gate_families.png
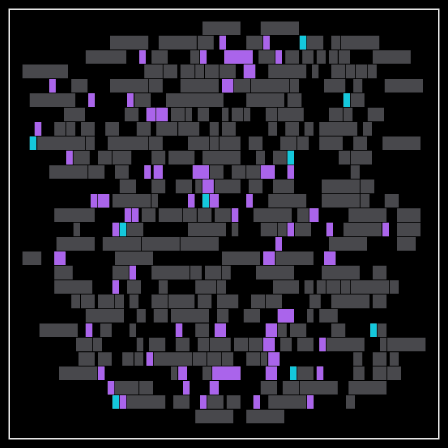
final_clocks.png
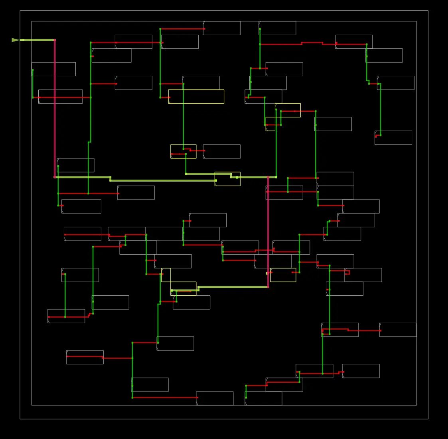
### src/rtl/serial_input_conditioner.sv
// Pushbutton front end for the LED shift register: synchronise, debounce, detect presses,
// generate the shift strobe and present one latched serial bit per strobe.
module serial_input_conditioner #(
    parameter int unsigned SYNC_STAGES     = 2,
    parameter int unsigned DEBOUNCE_CYCLES = 1000000,
    parameter int unsigned TICK_PERIOD     = 50000000
) (
    input  logic CLK_50M,
    input  logic RST,
    input  logic BTN_SOUTH,
    output logic btn_level,
    output logic press_pulse,
    output logic press_pending,
    output logic tick_out,
    output logic bit_out
);

    localparam int unsigned DB_W   = $clog2(DEBOUNCE_CYCLES + 1);
    localparam int unsigned TICK_W = $clog2(TICK_PERIOD);

    logic [SYNC_STAGES-1:0] sync_ff;
    logic                   sync;
    logic [DB_W-1:0]        db_cnt;
    logic                   level_d;
    logic [TICK_W-1:0]      tick_cnt;
    logic                   tick_hit;

    assign sync     = sync_ff[SYNC_STAGES-1];
    assign tick_hit = (tick_cnt == TICK_W'(TICK_PERIOD - 1));

    // Synchroniser chain for the asynchronous button input.
    always_ff @(posedge CLK_50M) begin
        if (RST) begin
            sync_ff <= '0;
        end else begin
            sync_ff <= {sync_ff[SYNC_STAGES-2:0], BTN_SOUTH};
        end
    end

    // Debounce: level follows sync only after it differs for DEBOUNCE_CYCLES cycles.
    always_ff @(posedge CLK_50M) begin
        if (RST) begin
            db_cnt    <= '0;
            btn_level <= 1'b0;
        end else if (sync == btn_level) begin
            db_cnt <= '0;
        end else if (db_cnt == DB_W'(DEBOUNCE_CYCLES - 1)) begin
            db_cnt    <= '0;
            btn_level <= sync;
        end else begin
            db_cnt <= db_cnt + DB_W'(1);
        end
    end

    // Rising-edge detect on the debounced level; pulse lags the level by one cycle.
    always_ff @(posedge CLK_50M) begin
        if (RST) begin
            level_d     <= 1'b0;
            press_pulse <= 1'b0;
        end else begin
            level_d     <= btn_level;
            press_pulse <= btn_level & ~level_d;
        end
    end

    // Free-running period counter producing a registered single-cycle strobe.
    always_ff @(posedge CLK_50M) begin
        if (RST) begin
            tick_cnt <= '0;
            tick_out <= 1'b0;
        end else if (tick_hit) begin
            tick_cnt <= '0;
            tick_out <= 1'b1;
        end else begin
            tick_cnt <= tick_cnt + TICK_W'(1);
            tick_out <= 1'b0;
        end
    end

    // A press arriving on the strobe edge is consumed directly, so it is never also left pending.
    always_ff @(posedge CLK_50M) begin
        if (RST) begin
            press_pending <= 1'b0;
            bit_out       <= 1'b0;
        end else if (tick_hit) begin
            bit_out       <= press_pending | press_pulse;
            press_pending <= 1'b0;
        end else begin
            press_pending <= press_pending | press_pulse;
        end
    end

endmodule

### config.mk
export PLATFORM = sky130hd
export DESIGN_NAME = serial_input_conditioner
export DESIGN_NICKNAME = d
export VERILOG_FILES = /design/src/rtl/serial_input_conditioner.sv
export SDC_FILE = /design/constraint.sdc
export NUM_CORES = 1
export LEC_CHECK = 0
export ABC_AREA = 0
export CORE_MARGIN = 2
export CORE_UTILIZATION = 40
export CTS_CLUSTER_DIAMETER = 60
export DETAILED_ROUTE_END_ITERATION = 7
export PLACE_DENSITY = 0.55
export RECOVER_POWER = 25
export SLEW_MARGIN = 20
export SYNTH_ARGS = -nofsm -noshare
export SYNTH_HDL_FRONTEND = slang
export SYNTH_SLANG_ARGS = --single-unit
export TNS_END_PERCENT = 50
### constraint.sdc
create_clock -name CLK_50M -period 1.8 [get_ports CLK_50M]
set_clock_uncertainty 0.05 [all_clocks]
set_input_delay 0.27 -clock CLK_50M [delete_from_list [all_inputs] [get_ports CLK_50M]]
set_output_delay 0.27 -clock CLK_50M [all_outputs]
set_load 0.05 [all_outputs]
==> git commit body <==
Update PnR metrics after Yosys + OpenROAD run

* Simple-gate portion of the synthesized area: 30.7%
- Peak VDD IR: 358 uV
- Routed length per instance: 12.9 um
- Nets: 322
- Looking at the setup timing report, the critical path kind is flop to flop.
* Min cycle time layout: 1.78 ns
* Run status: finished clean
* Dominant synthesized flop cell: dfxtp_1
- Setup repair after global routing could not meet its margin everywhere.
* Top cells by area in the synthesized netlist: dfxtp_1 46%, xnor2_1 7.4%, nor2_1 5.9%
- Area fraction in mux cells: 0%
- Routed wire length: 5080 um
* Worst hold margin: 0.339 ns
- Std cell rows: 28
* Yosys aoi share: 9.24%
- In the post-route analysis, the smallest setup slack over all paths is 0.0174 ns.
* Buffer count from post-CTS setup fixing: 3
* Floorplan die width: 81.0 um
- Total of endpoints with negative setup slack in the final report: 0
- Data required, critical path: 1.99 ns
* Number of hold violations in the final report: 0
- Final number of max-transition violations: 0
- Most frequent cells after synthesis: 54 x dfxtp_1, 37 x nor2_1, 20 x xnor2_1
- The first detailed-routing pass ran for 4 iterations.
- The report puts the hold buffer count at CTS at 0.
- The synthesized netlist devotes 1.06% of its cell area to adder and majority cells.
* Fillcell total: 596
- Crit-path cells: buf_6 -> nand2_2 -> or4_4 -> buf_6 -> or3_1 -> a21oi_1
* Worst-Margin Slew: 0.499 ns
* Worst hold path type: flop to flop
- Across all layers, the routed design uses 2032 vias.
- Area growth from synthesis to layout: 27.7%
- Ys flops: 54
- In this run the mean area of a mapped cell was 8.91 sq um.
- The final weighted congestion recorded by global placement is 0.751.
- In this design, the stage delay of the slowest critical-path cell is 0.56 ns.
Back to the opening pictures, gate_families.png:
purple -> NOR gates  # cells 61
cyan -> inverters  # cells 9
final cell count without fillers: 393
proportion of cell area occupied by multi-input gates: 42.7%
top logic cell by instance count in the layout: dfxtp_1

Back to the opening pictures, final_clocks.png:
Skew-Pair Late Insertion Delay: 0.30 ns
number of buffers added by the clock tree synthesis step: 5
clock network power: 807 uW
count of clock tree sinks: 54

==> worst paths after layout <==
kind,slack [ns],start,to,depth (start not counted)
max reg2reg,0.02,tick_cnt[0],tick_cnt[19],6
max,0.02,tick_cnt[0],tick_cnt[19],6
min reg2reg,0.34,level_d,press_pulse,1
min,0.34,level_d,press_pulse,1
==> power breakdown <==
part | internal, uW | switching [uW] | leakage (uW)
Combinational | 31.0 | 30.8 | 0.000533
Sequential | 1200 | 8.51 | 0.000438
Clock | 410 | 397 | 0.0000579
Total | 1640 | 436 | 0.00103
==> area by class of cell <==
| class | instances | area, sq um | area share (%) |
|---|---|---|---|
| clock inverter | 3 | 40.0 | 1.32 |
| clock buffer | 5 | 68.8 | 2.27 |
| inverter | 9 | 33.8 | 1.12 |
| sequential | 54 | 1090 | 36.0 |
| timing repair buffer | 50 | 405 | 13.4 |
| tap | 75 | 93.8 | 3.10 |
| multi-input combinational | 197 | 1290 | 42.7 |
==> flip-flops by register name (all words and copies together) (netlist names) <==
signal         cells
bit_out            1
btn_level          1
db_cnt            20
level_d            1
press_pending      1
press_pulse        1
sync_ff            2
tick_cnt          26
tick_out           1
==> layout by cell type, fill, tap and decap left out, drive strengths merged, types with 2 or more instances in the layout <==
master,instances
a21oi,17
and3,3
and4,4
buf,42
clkbuf,8
clkdlybuf4s50,2
clkinv,2
dfxtp,54
dlymetal6s2s,2
ha,2
inv,9
nand2,13
nand3,18
nand4,8
nor2,37
nor2b,4
nor3,6
nor4,9
nor4b,4
o21ai,8
o31ai,9
or3,10
or4,10
xnor2,20
xor2,7
==> metal layers <==
layer	track usage (%)	vias to the layer above	part of all wire, %
li1	-	1059	-
met1	23.1	950	52
met2	26.8	16	45
met3	4.22	7	2.4
met4	4.92	0	1.3
met5	0	-	0
Power is estimated from default activity; no workload was simulated.
